### config.mk
export PLATFORM = sky130hd
export DESIGN_NAME = uart_wb_master_flat
export DESIGN_NICKNAME = d
export VERILOG_FILES = /design/src/rtl/uart_wb_pkg.sv /design/src/rtl/uart_wb_master_if.sv /design/src/rtl/uart_wb_resp_ser.sv /design/src/rtl/uart_wb_master.sv /design/src/flat_wrapper.sv
export SDC_FILE = /design/constraint.sdc
export NUM_CORES = 1
export LEC_CHECK = 0
export ABC_AREA = 1
export ABC_CLOCK_PERIOD_IN_PS = 6300
export CAP_MARGIN = 20
export CORE_ASPECT_RATIO = 0.9
export CORE_MARGIN = 2
export CORE_UTILIZATION = 55
export CTS_BUF_LIST = sky130_fd_sc_hd__clkbuf_16
export DETAILED_ROUTE_END_ITERATION = 8
export PLACE_DENSITY_LB_ADDON = 0.15
export SYNTH_ARGS = -nofsm -noshare
export SYNTH_HDL_FRONTEND = slang
export SYNTH_HIERARCHICAL = 1
export SYNTH_SLANG_ARGS = --single-unit
### constraint.sdc
create_clock -name clk -period 6.3 [get_ports clk]
set_input_delay 1.26 -clock clk [delete_from_list [all_inputs] [get_ports clk]]
set_output_delay 1.26 -clock clk [all_outputs]
set_load 0.01 [all_outputs]
### src/rtl/uart_wb_pkg.sv
// Shared types, ASCII constants and hex helpers for the UART-to-Wishbone master.
package uart_wb_pkg;

  typedef enum logic [2:0] {
    ST_IDLE,
    ST_ADDR,
    ST_DATA,
    ST_SKIP,
    ST_BUS,
    ST_RESP
  } state_t;

  // What the response serializer has to emit.
  typedef enum logic [1:0] {
    RK_OK,   // write acknowledged: "K\n"
    RK_RD,   // read acknowledged: hex digits then "\n"
    RK_ERR,  // parse or bus error: "E\n"
    RK_TMO   // bus timeout: "T\n"
  } resp_kind_t;

  localparam logic [7:0] CH_CR = 8'h0D;
  localparam logic [7:0] CH_LF = 8'h0A;
  localparam logic [7:0] CH_SP = 8'h20;
  localparam logic [7:0] CH_R  = 8'h52;
  localparam logic [7:0] CH_W  = 8'h57;
  localparam logic [7:0] CH_K  = 8'h4B;
  localparam logic [7:0] CH_E  = 8'h45;
  localparam logic [7:0] CH_T  = 8'h54;

  // Returns {valid, nibble}; accepts 0-9, a-f and A-F.
  function automatic logic [4:0] hex2nib(input logic [7:0] c);
    logic [4:0] r;
    r = 5'd0;
    if (c >= 8'h30 && c <= 8'h39) r = {1'b1, 4'(c - 8'h30)};
    else if (c >= 8'h41 && c <= 8'h46) r = {1'b1, 4'(c - 8'h37)};
    else if (c >= 8'h61 && c <= 8'h66) r = {1'b1, 4'(c - 8'h57)};
    return r;
  endfunction

  // Lowercase ASCII hex digit for a nibble.
  function automatic logic [7:0] nib2hex(input logic [3:0] n);
    return (n < 4'd10) ? (8'h30 + {4'd0, n}) : (8'h57 + {4'd0, n});
  endfunction

  // Leading status letter for the non-read responses.
  function automatic logic [7:0] resp_char(input resp_kind_t k);
    logic [7:0] r;
    case (k)
      RK_OK:   r = CH_K;
      RK_ERR:  r = CH_E;
      RK_TMO:  r = CH_T;
      default: r = CH_LF;
    endcase
    return r;
  endfunction

endpackage

### src/rtl/uart_wb_master_if.sv
// Byte stream and Wishbone signals of the UART-to-Wishbone master.
interface uart_wb_master_if #(
  parameter int ADDR_W = 32,
  parameter int DATA_W = 32
);
  logic [7:0]          rx_data;
  logic                rx_valid;
  logic [7:0]          tx_data;
  logic                tx_valid;
  logic                tx_ready;
  logic                wb_cyc_o;
  logic                wb_stb_o;
  logic                wb_we_o;
  logic [ADDR_W-1:0]   wb_adr_o;
  logic [DATA_W-1:0]   wb_dat_o;
  logic [DATA_W/8-1:0] wb_sel_o;
  logic [DATA_W-1:0]   wb_dat_i;
  logic                wb_ack_i;
  logic                wb_err_i;
  logic                rx_drop;

  modport master (
    input  rx_data, rx_valid, tx_ready, wb_dat_i, wb_ack_i, wb_err_i,
    output tx_data, tx_valid, wb_cyc_o, wb_stb_o, wb_we_o, wb_adr_o,
           wb_dat_o, wb_sel_o, rx_drop
  );

  modport slave (
    output rx_data, rx_valid, tx_ready, wb_dat_i, wb_ack_i, wb_err_i,
    input  tx_data, tx_valid, wb_cyc_o, wb_stb_o, wb_we_o, wb_adr_o,
           wb_dat_o, wb_sel_o, rx_drop
  );
endinterface

### src/rtl/uart_wb_resp_ser.sv
// Response serializer: turns a status kind plus read data into ASCII bytes
// on a valid/ready handshake. Each byte is dropped from tx_valid for one
// cycle after acceptance before the next byte is presented.
module uart_wb_resp_ser
  import uart_wb_pkg::*;
#(
  parameter int DATA_W = 32
) (
  input  logic              clk,
  input  logic              rst,
  input  logic              load_i,
  input  resp_kind_t        kind_i,
  input  logic [DATA_W-1:0] data_i,
  input  logic              tx_ready_i,
  output logic [7:0]        tx_data_o,
  output logic              tx_valid_o,
  output logic              done_o
);

  localparam int NDIG = DATA_W / 4;
  localparam int IW   = $clog2(NDIG + 1);

  logic              busy_q;
  resp_kind_t        kind_q;
  logic [DATA_W-1:0] shf_q;
  logic [IW-1:0]     idx_q;
  logic              tx_valid_q;
  logic [7:0]        tx_data_q;
  logic [7:0]        cur_byte;
  logic [7:0]        first_byte;
  logic              last;

  // Byte at position idx_q; read data is consumed MSB-first from shf_q.
  always_comb begin
    cur_byte = CH_LF;
    if (kind_q == RK_RD) begin
      if (idx_q != IW'(NDIG)) cur_byte = nib2hex(shf_q[DATA_W-1 -: 4]);
    end else if (idx_q == '0) begin
      cur_byte = resp_char(kind_q);
    end
  end

  assign first_byte = (kind_i == RK_RD) ? nib2hex(data_i[DATA_W-1 -: 4]) : resp_char(kind_i);
  assign last       = (kind_q == RK_RD) ? (idx_q == IW'(NDIG)) : (idx_q == IW'(1));

  // Load, handshake and advance through the response bytes.
  always_ff @(posedge clk) begin
    if (rst) begin
      busy_q     <= 1'b0;
      kind_q     <= RK_OK;
      shf_q      <= '0;
      idx_q      <= '0;
      tx_valid_q <= 1'b0;
      tx_data_q  <= 8'h00;
    end else if (load_i) begin
      busy_q     <= 1'b1;
      kind_q     <= kind_i;
      shf_q      <= data_i;
      idx_q      <= '0;
      tx_valid_q <= 1'b1;
      tx_data_q  <= first_byte;
    end else if (tx_valid_q && tx_ready_i) begin
      tx_valid_q <= 1'b0;
      if (last) begin
        busy_q <= 1'b0;
      end else begin
        idx_q <= idx_q + IW'(1);
        shf_q <= shf_q << 4;
      end
    end else if (busy_q && !tx_valid_q) begin
      tx_valid_q <= 1'b1;
      tx_data_q  <= cur_byte;
    end
  end

  assign tx_valid_o = tx_valid_q;
  assign tx_data_o  = tx_data_q;
  assign done_o     = tx_valid_q && tx_ready_i && last;

endmodule

### src/rtl/uart_wb_master.sv
// ASCII command parser driving single classic Wishbone cycles, with a bus
// timeout and an ASCII status/read-data response.
module uart_wb_master
  import uart_wb_pkg::*;
#(
  parameter int ADDR_W      = 32,
  parameter int DATA_W      = 32,
  parameter int TIMEOUT_CYC = 1024
) (
  input logic              clk,
  input logic              rst,
  uart_wb_master_if.master bus
);

  localparam int ADIG = ADDR_W / 4;
  localparam int DDIG = DATA_W / 4;
  localparam int ACW  = $clog2(ADIG + 1);
  localparam int DCW  = $clog2(DDIG + 1);
  localparam int TW   = $clog2(TIMEOUT_CYC);

  state_t            state_q, state_d;
  logic              is_wr_q, is_wr_d;
  logic [ADDR_W-1:0] adr_q, adr_d;
  logic [DATA_W-1:0] dat_q, dat_d;
  logic [ACW-1:0]    acnt_q, acnt_d;
  logic [DCW-1:0]    dcnt_q, dcnt_d;
  logic [TW-1:0]     tmo_q, tmo_d;
  logic              drop_q, drop_d;

  logic              ser_load;
  resp_kind_t        ser_kind;
  logic [DATA_W-1:0] ser_data;
  logic              ser_done;

  logic [7:0]        rx_byte;
  logic [4:0]        nib_v;
  logic              is_hex, is_eol, is_sp, is_r, is_w;

  // Bit 7 of the received byte carries no meaning.
  assign rx_byte = bus.rx_data & 8'h7F;
  assign nib_v   = hex2nib(rx_byte);
  assign is_hex  = nib_v[4];
  assign is_eol  = (rx_byte == CH_CR) || (rx_byte == CH_LF);
  assign is_sp   = (rx_byte == CH_SP);
  assign is_r    = (rx_byte == CH_R) || (rx_byte == (CH_R | 8'h20));
  assign is_w    = (rx_byte == CH_W) || (rx_byte == (CH_W | 8'h20));

  // State and datapath registers.
  always_ff @(posedge clk) begin
    if (rst) begin
      state_q <= ST_IDLE;
      is_wr_q <= 1'b0;
      adr_q   <= '0;
      dat_q   <= '0;
      acnt_q  <= '0;
      dcnt_q  <= '0;
      tmo_q   <= '0;
      drop_q  <= 1'b0;
    end else begin
      state_q <= state_d;
      is_wr_q <= is_wr_d;
      adr_q   <= adr_d;
      dat_q   <= dat_d;
      acnt_q  <= acnt_d;
      dcnt_q  <= dcnt_d;
      tmo_q   <= tmo_d;
      drop_q  <= drop_d;
    end
  end

  // Parser, bus sequencing and response hand-off.
  always_comb begin
    state_d  = state_q;
    is_wr_d  = is_wr_q;
    adr_d    = adr_q;
    dat_d    = dat_q;
    acnt_d   = acnt_q;
    dcnt_d   = dcnt_q;
    tmo_d    = tmo_q;
    drop_d   = drop_q;
    ser_load = 1'b0;
    ser_kind = RK_ERR;
    ser_data = '0;

    case (state_q)
      ST_IDLE: begin
        if (bus.rx_valid) begin
          if (is_r || is_w) begin
            state_d = ST_ADDR;
            is_wr_d = is_w;
            adr_d   = '0;
            dat_d   = '0;
            acnt_d  = '0;
            dcnt_d  = '0;
          end else if (!(is_eol || is_sp)) begin
            state_d = ST_SKIP;
          end
        end
      end

      ST_ADDR: begin
        if (bus.rx_valid) begin
          if (is_hex) begin
            if (acnt_q == ACW'(ADIG)) begin
              state_d = ST_SKIP;
            end else begin
              adr_d  = (adr_q << 4) | ADDR_W'(nib_v[3:0]);
              acnt_d = acnt_q + ACW'(1);
            end
          end else if (is_sp) begin
            state_d = (is_wr_q && acnt_q != '0) ? ST_DATA : ST_SKIP;
          end else if (is_eol) begin
            if (!is_wr_q && acnt_q != '0) begin
              state_d = ST_BUS;
              tmo_d   = '0;
            end else begin
              state_d  = ST_RESP;
              ser_load = 1'b1;
            end
          end else begin
            state_d = ST_SKIP;
          end
        end
      end

      ST_DATA: begin
        if (bus.rx_valid) begin
          if (is_hex) begin
            if (dcnt_q == DCW'(DDIG)) begin
              state_d = ST_SKIP;
            end else begin
              dat_d  = (dat_q << 4) | DATA_W'(nib_v[3:0]);
              dcnt_d = dcnt_q + DCW'(1);
            end
          end else if (is_eol) begin
            if (dcnt_q != '0) begin
              state_d = ST_BUS;
              tmo_d   = '0;
            end else begin
              state_d  = ST_RESP;
              ser_load = 1'b1;
            end
          end else begin
            state_d = ST_SKIP;
          end
        end
      end

      ST_SKIP: begin
        if (bus.rx_valid && is_eol) begin
          state_d  = ST_RESP;
          ser_load = 1'b1;
        end
      end

      ST_BUS: begin
        tmo_d = tmo_q + TW'(1);
        if (bus.rx_valid) drop_d = 1'b1;
        // err outranks ack; a response in the last allowed cycle beats the timeout.
        if (bus.wb_err_i) begin
          state_d  = ST_RESP;
          ser_load = 1'b1;
        end else if (bus.wb_ack_i) begin
          state_d  = ST_RESP;
          ser_load = 1'b1;
          ser_kind = is_wr_q ? RK_OK : RK_RD;
          ser_data = bus.wb_dat_i;
        end else if (tmo_q == TW'(TIMEOUT_CYC - 1)) begin
          state_d  = ST_RESP;
          ser_load = 1'b1;
          ser_kind = RK_TMO;
        end
      end

      ST_RESP: begin
        if (bus.rx_valid) drop_d = 1'b1;
        if (ser_done) state_d = ST_IDLE;
      end

      default: state_d = ST_IDLE;
    endcase
  end

  uart_wb_resp_ser #(
    .DATA_W(DATA_W)
  ) u_ser (
    .clk       (clk),
    .rst       (rst),
    .load_i    (ser_load),
    .kind_i    (ser_kind),
    .data_i    (ser_data),
    .tx_ready_i(bus.tx_ready),
    .tx_data_o (bus.tx_data),
    .tx_valid_o(bus.tx_valid),
    .done_o    (ser_done)
  );

  assign bus.wb_cyc_o = (state_q == ST_BUS);
  assign bus.wb_stb_o = (state_q == ST_BUS);
  assign bus.wb_we_o  = (state_q == ST_BUS) && is_wr_q;
  assign bus.wb_adr_o = adr_q;
  assign bus.wb_dat_o = dat_q;
  assign bus.wb_sel_o = '1;
  assign bus.rx_drop  = drop_q;

endmodule

### src/flat_wrapper.sv
// flat-port wrapper written by rule: the top's interface ports become plain ports
module uart_wb_master_flat import uart_wb_pkg::*;
#(
  parameter int ADDR_W      = 32,
  parameter int DATA_W      = 32,
  parameter int TIMEOUT_CYC = 1024
)
  (clk, rst, bus_rx_data, bus_rx_valid, bus_tx_ready, bus_wb_dat_i, bus_wb_ack_i, bus_wb_err_i, bus_tx_data, bus_tx_valid, bus_wb_cyc_o, bus_wb_stb_o, bus_wb_we_o, bus_wb_adr_o, bus_wb_dat_o, bus_wb_sel_o, bus_rx_drop);
  uart_wb_master_if #(.ADDR_W(ADDR_W), .DATA_W(DATA_W)) bus_i ();
  input logic clk;
  input logic rst;
  input wire logic [$bits(bus_i.rx_data)-1:0] bus_rx_data;
  input wire logic [$bits(bus_i.rx_valid)-1:0] bus_rx_valid;
  input wire logic [$bits(bus_i.tx_ready)-1:0] bus_tx_ready;
  input wire logic [$bits(bus_i.wb_dat_i)-1:0] bus_wb_dat_i;
  input wire logic [$bits(bus_i.wb_ack_i)-1:0] bus_wb_ack_i;
  input wire logic [$bits(bus_i.wb_err_i)-1:0] bus_wb_err_i;
  output wire logic [$bits(bus_i.tx_data)-1:0] bus_tx_data;
  output wire logic [$bits(bus_i.tx_valid)-1:0] bus_tx_valid;
  output wire logic [$bits(bus_i.wb_cyc_o)-1:0] bus_wb_cyc_o;
  output wire logic [$bits(bus_i.wb_stb_o)-1:0] bus_wb_stb_o;
  output wire logic [$bits(bus_i.wb_we_o)-1:0] bus_wb_we_o;
  output wire logic [$bits(bus_i.wb_adr_o)-1:0] bus_wb_adr_o;
  output wire logic [$bits(bus_i.wb_dat_o)-1:0] bus_wb_dat_o;
  output wire logic [$bits(bus_i.wb_sel_o)-1:0] bus_wb_sel_o;
  output wire logic [$bits(bus_i.rx_drop)-1:0] bus_rx_drop;
  assign bus_i.rx_data = bus_rx_data;
  assign bus_i.rx_valid = bus_rx_valid;
  assign bus_i.tx_ready = bus_tx_ready;
  assign bus_i.wb_dat_i = bus_wb_dat_i;
  assign bus_i.wb_ack_i = bus_wb_ack_i;
  assign bus_i.wb_err_i = bus_wb_err_i;
  assign bus_tx_data = bus_i.tx_data;
  assign bus_tx_valid = bus_i.tx_valid;
  assign bus_wb_cyc_o = bus_i.wb_cyc_o;
  assign bus_wb_stb_o = bus_i.wb_stb_o;
  assign bus_wb_we_o = bus_i.wb_we_o;
  assign bus_wb_adr_o = bus_i.wb_adr_o;
  assign bus_wb_dat_o = bus_i.wb_dat_o;
  assign bus_wb_sel_o = bus_i.wb_sel_o;
  assign bus_rx_drop = bus_i.rx_drop;
  uart_wb_master #(.ADDR_W(ADDR_W), .DATA_W(DATA_W), .TIMEOUT_CYC(TIMEOUT_CYC)) u_core (.clk(clk), .rst(rst), .bus(bus_i));
endmodule
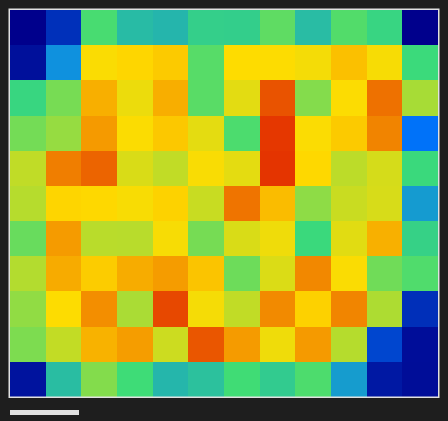
**Above:** local utilization.
The bar under the picture is 20 um long. The die is cut into 12 by 11 equal tiles; dark blue is low, red is high, 0 to 100% covered.
fullest tile = 94%
nearly empty tiles = 1.5%
mean over tiles = 62%

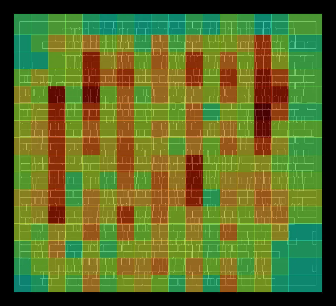
**Above:** track usage over the die.
wire length per cell: 12.5 um
Overall Global Routing Usage: 24.9%
met1 Use GR: 32.8%
met3 usage: 7.38%
GR peak layer: met2

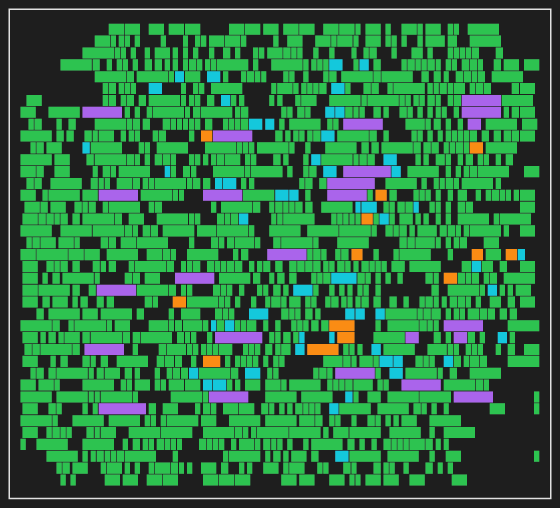
**Above:** cell sizes after repair.
cyan -> x2  # cells 54
purple -> x6 and larger  # cells 24
orange -> x3 and x4  # cells 13
green -> x1 and smaller  # cells 1,097

==> job_summary.md <==
## Implementation flow summary

| Metric | Value |
|---|---|
| Worst-case reg-to-reg path depth | 12 |
| Synth top area share | 37.7% |
| Crit end category | register |
| Starting DRT DRC Count | between 500 and 600 |
| CP startpoint | bus_rx_data[0] |
| Final net count | between 1k and 1.5k |
| Ys cells | 1,087 |
| Setup clock skew after layout | roughly 0.013 ns |
| Pwr dens | just over 300 nW/um2 |
| CP cell instances | clkdlybuf4s50_1 > inv_1 > ha_1 > inv_1 > nor2_1 > nand3_1 > a31oi_1 > nor2_1 > nand2_1 > o311ai_2 > buf_4 > inv_2 > buf_4 > nand2_1 > buf_4 > nand2_2 > nand2_1 > a21oi_1 |
| Status | complete, no violations |
| Setup TNS | 0 ns |
| CP endpoint | u_core/u_ser/shf_q[17]$_SDFFE_PP0P_ |
| Final WL | 16,900 um |
| Layout cells sized above 1 | 7.66% |
| CTS Buf Count | 17 |
| Slack of the critical path | around 1.9 ns |
| Mux cell area share | 0% |
| Routed wire length on met2 | between 7000 and 8000 um |
| Leak | 3.88 nW |
| And-or/or-and share of the synthesized area | roughly 16% |
| Distinct cells, synth | 43 |
| Core Util at FP | between 50% and 60% |
| Hold path start | u_core/u_ser/shf_q[11]$_SDFFE_PP0P_ |
| Chip width | around 120 um |
| Top cells by area | dfxtp_1 38%, nand2_1 14%, nor2_1 8.2% |
| WHS Endpoint | u_core/u_ser/shf_q[11]$_SDFFE_PP0P_ |
| Yosys simple share | 31.9% |
-- synth_stat cells, types with 2 or more instances --
cell	n
buf_2	18
nor2_1	155
nand3_1	76
nand2_2	19
inv_1	127
a21oi_2	14
nand2_1	256
nand4_1	6
nor3_1	5
xor2_1	3
nand4_2	2
inv_2	6
o22ai_1	2
a21oi_1	92
dfxtp_1	134
o21ai_0	68
conb_1	2
nand3b_1	2
buf_6	7
ha_1	13
or2_2	5
clkbuf_1	23
o21ai_1	24
buf_4	9
-- metal layers --
metal | GRT usage [%] | vias up
met5 | 0 | -
met4 | 9.17 | 0
met3 | 7.38 | 26
met2 | 38.5 | 177
met1 | 32.8 | 3079
li1 | - | 3604
-- where the power goes --
group | internal (mW) | leakage, nW | switching, mW
clock network | 0.663 | 0.305 | 0.381
registers | 0.938 | 1.09 | 0.0700
logic | 0.283 | 2.49 | 0.350
total | 1.88 | 3.88 | 0.802
-- cell families (layout without fill, tap and decap cells) --
logic type | after synthesis | after routing
simple gates | 534 | 534
compound gates | 207 | 207
buf+inv | 193 | 291
flops | 134 | 134
fa+ha+maj | 13 | 13
xor+xnor | 4 | 4
other cells | 2 | 5
-- tightest hold or removal path, cell delays in order (launching register included) --
cell	delay, ns
dfxtp_1	0.31
nand2_1	0.06
a21oi_1	0.05
-- final cells by class --
type,instances,area [um2]
tap,164,205
multi-input combinational,763,3600
timing repair buffer,125,1230
inverter,134,503
fill,1102,3790
sequential,134,2680
clock inverter,15,199
clock buffer,17,425
-- per-stage QoR --
stage / power (mW) / cells
global route: 2.84 / 1352
detailed placement: 1.65 / 1320
finish: 2.69 / 1352
global placement: 1.65 / 1320
floorplan: 1.42 / 1090
CTS: 2.70 / 1352
Power is estimated from default activity; no workload was simulated.
